**src/rtl/btn_event_conditioner.sv**
```systemverilog
// Button front end: two-flop synchroniser, per-button debounce, press/release pulses and a press-event FIFO.
// Build with AUTOREPEAT_EN defined to add hold-to-repeat on the buttons selected by REPEAT_MASK.
module btn_event_conditioner #(
    parameter int               N_BTN           = 4,
    parameter int               DEBOUNCE_CYCLES = 250000,
    parameter int               FIFO_DEPTH      = 4,
    parameter int               REPEAT_DELAY    = 20000000,
    parameter int               REPEAT_PERIOD   = 5000000,
    parameter logic [N_BTN-1:0] REPEAT_MASK     = 4'b1011
) (
    input  logic             CLK,
    input  logic             RST_N,
    input  logic [N_BTN-1:0] btn_raw,
    output logic [N_BTN-1:0] btn_level,
    output logic [N_BTN-1:0] btn_press,
    output logic [N_BTN-1:0] btn_release,
    output logic             evt_valid,
    output logic [1:0]       evt_code,
    output logic             evt_rpt,
    input  logic             evt_ready,
    output logic             ovf,
    input  logic             ovf_clr
);

    localparam int CNT_W = $clog2(DEBOUNCE_CYCLES + 1);
    localparam int PTR_W = $clog2(FIFO_DEPTH);
    localparam int PW    = PTR_W + 1;
    localparam int IDX_W = 2;

    logic [N_BTN-1:0] sync_meta;
    logic [N_BTN-1:0] sync;
    logic [CNT_W-1:0] db_cnt [N_BTN];
    logic [N_BTN-1:0] toggle;
    logic [N_BTN-1:0] rise;
    logic [N_BTN-1:0] fall;
    logic [N_BTN-1:0] rpt_fire;
    logic [N_BTN-1:0] press_rpt;

    logic [N_BTN-1:0] pend;
    logic [N_BTN-1:0] pend_rpt;
    logic [N_BTN-1:0] push_oh;
    logic [N_BTN-1:0] lost;
    logic [IDX_W-1:0] sel_idx;

    logic [2:0]       fifo_mem [FIFO_DEPTH];
    logic [PW-1:0]    wr_ptr;
    logic [PW-1:0]    rd_ptr;
    logic [PW-1:0]    wr_ptr_next;
    logic [PW-1:0]    rd_ptr_next;
    logic             full;
    logic             pop;
    logic             push;
    logic [2:0]       push_data;
    logic [2:0]       head_next;
    logic             valid_next;

    always_ff @(posedge CLK or negedge RST_N) begin
        if (!RST_N) begin
            sync_meta <= '0;
            sync      <= '0;
        end else begin
            sync_meta <= btn_raw;
            sync      <= sync_meta;
        end
    end

    // Level flips only after DEBOUNCE_CYCLES consecutive differing samples.
    always_comb begin
        toggle = '0;
        for (int i = 0; i < N_BTN; i++) begin
            toggle[i] = (sync[i] != btn_level[i]) &&
                        (db_cnt[i] == CNT_W'(DEBOUNCE_CYCLES - 1));
        end
    end

    assign rise = toggle & ~btn_level;
    assign fall = toggle & btn_level;

    always_ff @(posedge CLK or negedge RST_N) begin
        if (!RST_N) begin
            for (int i = 0; i < N_BTN; i++) begin
                db_cnt[i] <= '0;
            end
            btn_level   <= '0;
            btn_press   <= '0;
            btn_release <= '0;
            press_rpt   <= '0;
        end else begin
            for (int i = 0; i < N_BTN; i++) begin
                if ((sync[i] == btn_level[i]) || toggle[i]) begin
                    db_cnt[i] <= '0;
                end else begin
                    db_cnt[i] <= db_cnt[i] + CNT_W'(1);
                end
            end
            btn_level   <= btn_level ^ toggle;
            btn_press   <= rise | rpt_fire;
            btn_release <= fall;
            press_rpt   <= rpt_fire;
        end
    end

`ifdef AUTOREPEAT_EN
    localparam int HOLD_MAX = (REPEAT_DELAY > REPEAT_PERIOD) ? REPEAT_DELAY : REPEAT_PERIOD;
    localparam int HOLD_W   = $clog2(HOLD_MAX + 1);

    logic [HOLD_W-1:0] hold_cnt [N_BTN];
    logic [N_BTN-1:0]  hold_rep;

    // A repeat falling due on the release edge is swallowed by the !fall term.
    always_comb begin
        rpt_fire = '0;
        for (int i = 0; i < N_BTN; i++) begin
            if (REPEAT_MASK[i] && btn_level[i] && !fall[i]) begin
                if (hold_rep[i]) begin
                    rpt_fire[i] = (hold_cnt[i] == HOLD_W'(REPEAT_PERIOD - 1));
                end else begin
                    rpt_fire[i] = (hold_cnt[i] == HOLD_W'(REPEAT_DELAY - 1));
                end
            end
        end
    end

    always_ff @(posedge CLK or negedge RST_N) begin
        if (!RST_N) begin
            for (int i = 0; i < N_BTN; i++) begin
                hold_cnt[i] <= '0;
            end
            hold_rep <= '0;
        end else begin
            for (int i = 0; i < N_BTN; i++) begin
                if (!REPEAT_MASK[i] || !btn_level[i] || fall[i]) begin
                    hold_cnt[i] <= '0;
                    hold_rep[i] <= 1'b0;
                end else if (rpt_fire[i]) begin
                    hold_cnt[i] <= '0;
                    hold_rep[i] <= 1'b1;
                end else begin
                    hold_cnt[i] <= hold_cnt[i] + HOLD_W'(1);
                end
            end
        end
    end
`else
    assign rpt_fire = '0;
`endif

    // Fixed priority: the lowest-index pending button wins the single push slot.
    always_comb begin
        sel_idx = '0;
        for (int i = N_BTN - 1; i >= 0; i--) begin
            if (pend[i]) begin
                sel_idx = IDX_W'(i);
            end
        end
    end

    assign push_data = {sel_idx, pend_rpt[sel_idx]};

    always_comb begin
        push_oh = '0;
        for (int i = 0; i < N_BTN; i++) begin
            push_oh[i] = push && (sel_idx == IDX_W'(i));
        end
    end

    assign lost = btn_press & pend & ~push_oh;

    always_ff @(posedge CLK or negedge RST_N) begin
        if (!RST_N) begin
            pend     <= '0;
            pend_rpt <= '0;
            ovf      <= 1'b0;
        end else begin
            for (int i = 0; i < N_BTN; i++) begin
                if (btn_press[i] && !lost[i]) begin
                    pend[i]     <= 1'b1;
                    pend_rpt[i] <= press_rpt[i];
                end else if (push_oh[i]) begin
                    pend[i] <= 1'b0;
                end
            end
            if (|lost) begin
                ovf <= 1'b1;
            end else if (ovf_clr) begin
                ovf <= 1'b0;
            end
        end
    end

    // Handshake: an event transfers on any edge where evt_valid && evt_ready; while
    // evt_valid is high and evt_ready low, evt_code/evt_rpt hold their value.
    assign full        = (wr_ptr[PTR_W] != rd_ptr[PTR_W]) &&
                         (wr_ptr[PTR_W-1:0] == rd_ptr[PTR_W-1:0]);
    assign pop         = evt_valid && evt_ready;
    assign push        = (|pend) && (!full || pop);
    assign wr_ptr_next = wr_ptr + PW'(push);
    assign rd_ptr_next = rd_ptr + PW'(pop);

    // The new head is the entry being written only when it lands in an otherwise empty FIFO.
    always_comb begin
        valid_next = (wr_ptr_next != rd_ptr_next);
        head_next  = '0;
        if (valid_next) begin
            if (push && (rd_ptr_next == wr_ptr)) begin
                head_next = push_data;
            end else begin
                head_next = fifo_mem[rd_ptr_next[PTR_W-1:0]];
            end
        end
    end

    always_ff @(posedge CLK) begin
        if (push) begin
            fifo_mem[wr_ptr[PTR_W-1:0]] <= push_data;
        end
    end

    always_ff @(posedge CLK or negedge RST_N) begin
        if (!RST_N) begin
            wr_ptr    <= '0;
            rd_ptr    <= '0;
            evt_valid <= 1'b0;
            evt_code  <= '0;
            evt_rpt   <= 1'b0;
        end else begin
            wr_ptr    <= wr_ptr_next;
            rd_ptr    <= rd_ptr_next;
            evt_valid <= valid_next;
            evt_code  <= head_next[2:1];
            evt_rpt   <= head_next[0];
        end
    end

endmodule

```
**config.mk**
```make
export PLATFORM = sky130hd
export DESIGN_NAME = btn_event_conditioner
export DESIGN_NICKNAME = d
export VERILOG_FILES = /design/src/rtl/btn_event_conditioner.sv
export SDC_FILE = /design/constraint.sdc
export NUM_CORES = 1
export LEC_CHECK = 0
export CORE_MARGIN = 2
export CORE_UTILIZATION = 45
export CTS_CLUSTER_DIAMETER = 30
export DETAILED_ROUTE_END_ITERATION = 8
export GPL_TIMING_DRIVEN = 0
export MAX_ROUTING_LAYER = met4
export PLACE_DENSITY_LB_ADDON = 0.05
export REMOVE_ABC_BUFFERS = 1
export SYNTH_ARGS = -nofsm -noshare
export SYNTH_HDL_FRONTEND = slang
export SYNTH_SLANG_ARGS = --single-unit
```
**constraint.sdc**
```tcl
create_clock -name CLK -period 3.6 [get_ports CLK]
set_input_delay 0.54 -clock CLK [delete_from_list [all_inputs] [get_ports CLK]]
set_output_delay 0.54 -clock CLK [all_outputs]
set_load 0.02 [all_outputs]
```
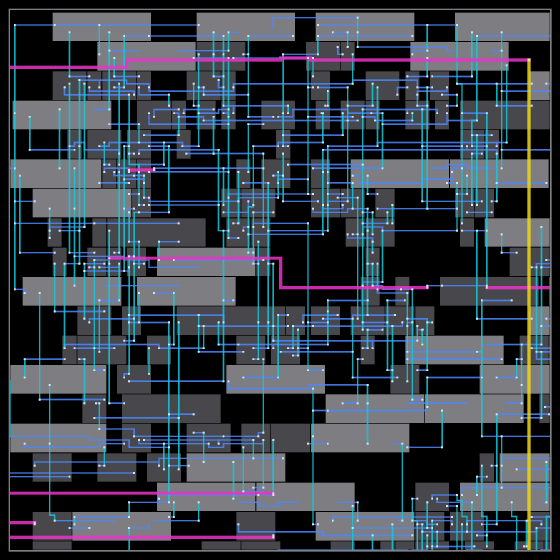
(run_1/zoom.png)
Window x 3 to 53, y 59 to 109 µm. Cells in gray, sequential cells in the stronger gray; small squares are vias.
Magenta is met3. Yellow is met4. Cyan is met2. Blue is met1.
Sequential cells in the window: 30. 127 logic cells have their middle in the window. Most frequent: dfrtp_1 (30), nor2_1 (13), xnor2_1 (10). Netlist names of flops here include db_cnt (19), btn_press (2), sync (2).

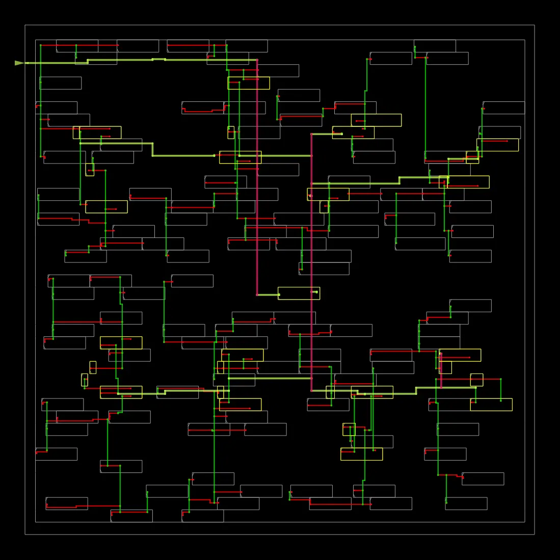
(run_1/final_clocks.png)
# clk buffers: 19
Clock Latency Late Sink: 410 ps

==> Changelog: implementation, run 1 <==
## Flow update

- Status: completed
- P_leak: roughly 2.5 nW
- Final wirelength: 9940 µm
- Reg2Reg Setup Slack: roughly 1100 ps
- RSZ-0062 raised after global routing: false
- Worst R2R End: evt_code[0]$_DFF_PN0_
- GP Congestion: slightly below 0.8
- Synth cell count leaders: dfrtp_1, nor2_1, xnor2_1
- Post-route minimum period: about 2500 ps
- Period utilisation layout: between 60 and 70%
- Area growth syn-to-layout: 18.5%
- Rows: 39
- CP Depth: 9
- Relative slew margins: about a third
- Die Y: around 110 µm
- Met2 Routed Length: between 4000 and 5000 µm
- Max FFs per register: roughly 72
- Number of enable flip-flop cells: 8
- Detailed Place HPWL: about 6600 µm
- First-pass GRT wire length: about 17,000 µm
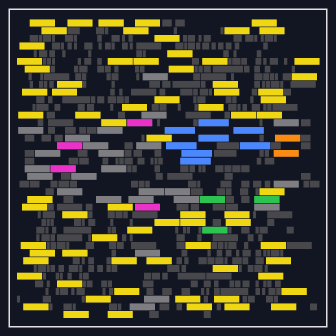
(run_1/registers.png)
Other sequential cells in the stronger gray, the rest of the logic in the fainter gray.
Green is rd_ptr, flops 3. Magenta is sync, flops 4. Yellow is db_cnt, flops 72, where widely spread. Blue is fifo_mem, flops 8. Orange is evt_code, flops 2.
Another 25 sequential cells are not colored.
Seq. pwr: 0.00137 W
final core occ: 54.5%
flop share of the area: 46.5%

==> inputs of run 2 (changes only) <==
==> constraint.sdc (replaced) <==
create_clock -name CLK -period 2 [get_ports CLK]
set_input_delay 0.3 -clock CLK [delete_from_list [all_inputs] [get_ports CLK]]
set_output_delay 0.3 -clock CLK [all_outputs]
set_load 0.02 [all_outputs]
==> run 2 against run 1 <==
Final cell count up 3.1%. Largest power group unchanged. Critical path type is now register to register. Register-to-register slack lost 1300 ps. The run now ends with negative setup slack left. Non-clock buffer count is 21 higher.
==> Changelog: implementation, run 2 <==
## Flow update

- Status: finished, violations left (was completed)
- Violated checks: negative setup slack
- Hold Worst Slack: 326 ps (was 171 ps)
- P_leak: 2.67 nW (was 2.54 nW)
- Final core occ: 57.4% (was 54.5%)
- First-pass GRT wire length: 17,600 µm (was 17,500 µm)
- CP Depth: 8 (was 9)
- Synth cell count leaders: dfrtp_1, nor2_1, xnor2_1 (unchanged)
- Area growth syn-to-layout: 24.6% (was 18.5%)
- Final hold violations: 0 (unchanged)
- Clock Latency Late Sink: 410 ps (about the same)
- Nonclk inv count: 14 (unchanged)
- Die Y: 112 µm (unchanged)
- Post-synth mux share: 2.10% (unchanged)
- Period utilisation layout: 109%
- Crit path to: evt_code[0]$_DFF_PN0_ (unchanged)
- Setup Viol. Count Final: 3 (was 0)
- Rows: 39 (unchanged)
- # clk buffers: 19 (unchanged)
- PnR worst setup slack: -171 ps (was 1090 ps)
- M2 GR Usage: 25.4% (unchanged)
- GP Congestion: 0.770 (unchanged)
- Highest metal used: met4 (unchanged)
- PostCTS Resize Cnt: 19 (was 0)
- Top cells by area: dfrtp_1, xnor2_1, edfxtp_1 (unchanged)
- Detailed Place HPWL: 6550 µm (unchanged)
- Worst R2R End: evt_code[0]$_DFF_PN0_ (unchanged)
- Met2 Routed Length: 4520 µm (was 4310 µm)
- Chip area: 0.0126 mm² (unchanged)
- RSZ-0062 raised after global routing: true (was false)
- Reg2Reg Setup Slack: -170 ps (was 1110 ps)
- Worst-case clock buffer depth: 2 (unchanged)
- Flop share of the area: 44.2% (was 46.5%)
- Max FFs per register: 72 (unchanged)
- Final wirelength: 10,200 µm (was 9940 µm)
- Relative slew margins: 36.6% (was 31.7%)
- Worst EP required: 2320 ps (was 3930 ps)
- Hold-critical path depth: 1
- Worst Setup SP: pend[0]$_DFFE_PN0P_ (was evt_ready)
- M1 wire length: 5130 µm (was 4980 µm)
- Seq. pwr: 0.00247 W (was 0.00137 W)
- Number of enable flip-flop cells: 8 (unchanged)
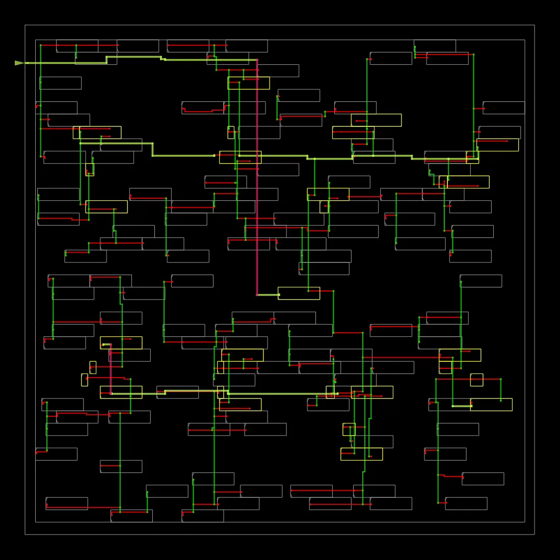
(run_2/final_clocks.png)
flip-flops: 114
P_clk: 0.00269 W
Num Clock Sinks: 114
Setup Skew: 7.01 ps
TritonCTS Buffers: 17

==> run_2/pdn.png <==
Pins as bars on the die edge.
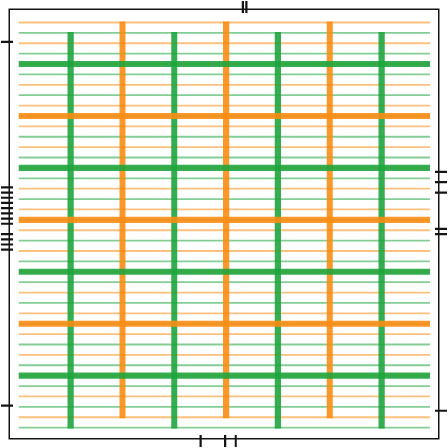

==> inputs of run 3 (changes only) <==
--- a/config.mk
+++ b/config.mk
@@ -11,7 +11,7 @@
 export DETAILED_ROUTE_END_ITERATION = 8
 export GPL_TIMING_DRIVEN = 0
 export MAX_ROUTING_LAYER = met4
-export PLACE_DENSITY_LB_ADDON = 0.05
+export PLACE_DENSITY_LB_ADDON = 0.08
 export REMOVE_ABC_BUFFERS = 1
 export SYNTH_ARGS = -nofsm -noshare
 export SYNTH_HDL_FRONTEND = slang
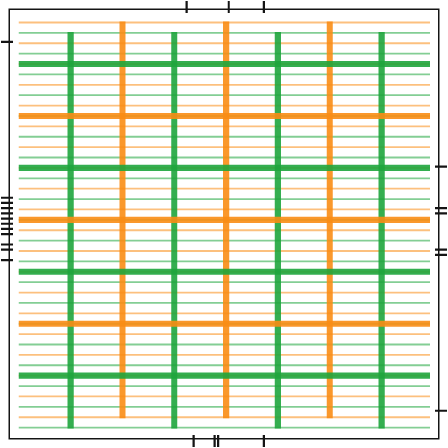
(run_3/pdn.png)
Pins as bars on the die edge.
Green is VSS. Orange is VDD.
7 straps on met5. 25 signal pins sit on the boundary. The core has 39 rows.
die width: 112 µm
Die Y: 112 µm
core area: 0.0114 mm²
Peak VDD IR: 0.691 mV

==> run 3 against run 2 <==
The flow still finishes with violations (negative setup slack). Sequential cell count is the same. Final cell count shrank 0.43%. Clock skew grew 2.4 ps. Die area is the same. Via count shrank 0.29%. Critical endpoint is now evt_code[1]$_DFF_PN0_.
==> Changelog: implementation, run 3 <==
## Flow update

- Status: finished, violations left (unchanged)
- Violated checks: negative setup slack (unchanged)
- GP Congestion: 0.761 (was 0.770)
- Flip-flops: 114 (unchanged)
- Chip area: 0.0126 mm² (unchanged)
- P_clk: 0.00296 W (was 0.00269 W)
- Final hold violations: 0 (unchanged)
- Top cells by area: dfrtp_1, xnor2_1, edfxtp_1 (unchanged)
- Nonclk inv count: 14 (unchanged)
- PnR worst setup slack: -176 ps (was -171 ps)
- # clk buffers: 20 (was 19)
- Worst Setup SP: pend[0]$_DFFE_PN0P_ (unchanged)
- Detailed Place HPWL: 6500 µm (was 6550 µm)
- Area growth syn-to-layout: 25.1% (was 24.6%)
- Max FFs per register: 72 (unchanged)
- Number of enable flip-flop cells: 8 (unchanged)
- PostCTS Resize Cnt: 17 (was 19)
- Post-route minimum period: 2180 ps (was 2170 ps)
- Num Clock Sinks: 114 (unchanged)
- Reg2Reg Setup Slack: -180 ps (was -170 ps)
- Hold Worst Slack: 325 ps (was 326 ps)
- Setup Viol. Count Final: 4 (was 3)
- Worst EP required: 2330 ps (was 2320 ps)
- Clock Latency Late Sink: 410 ps (about the same)
Power is estimated from default activity; no workload was simulated.
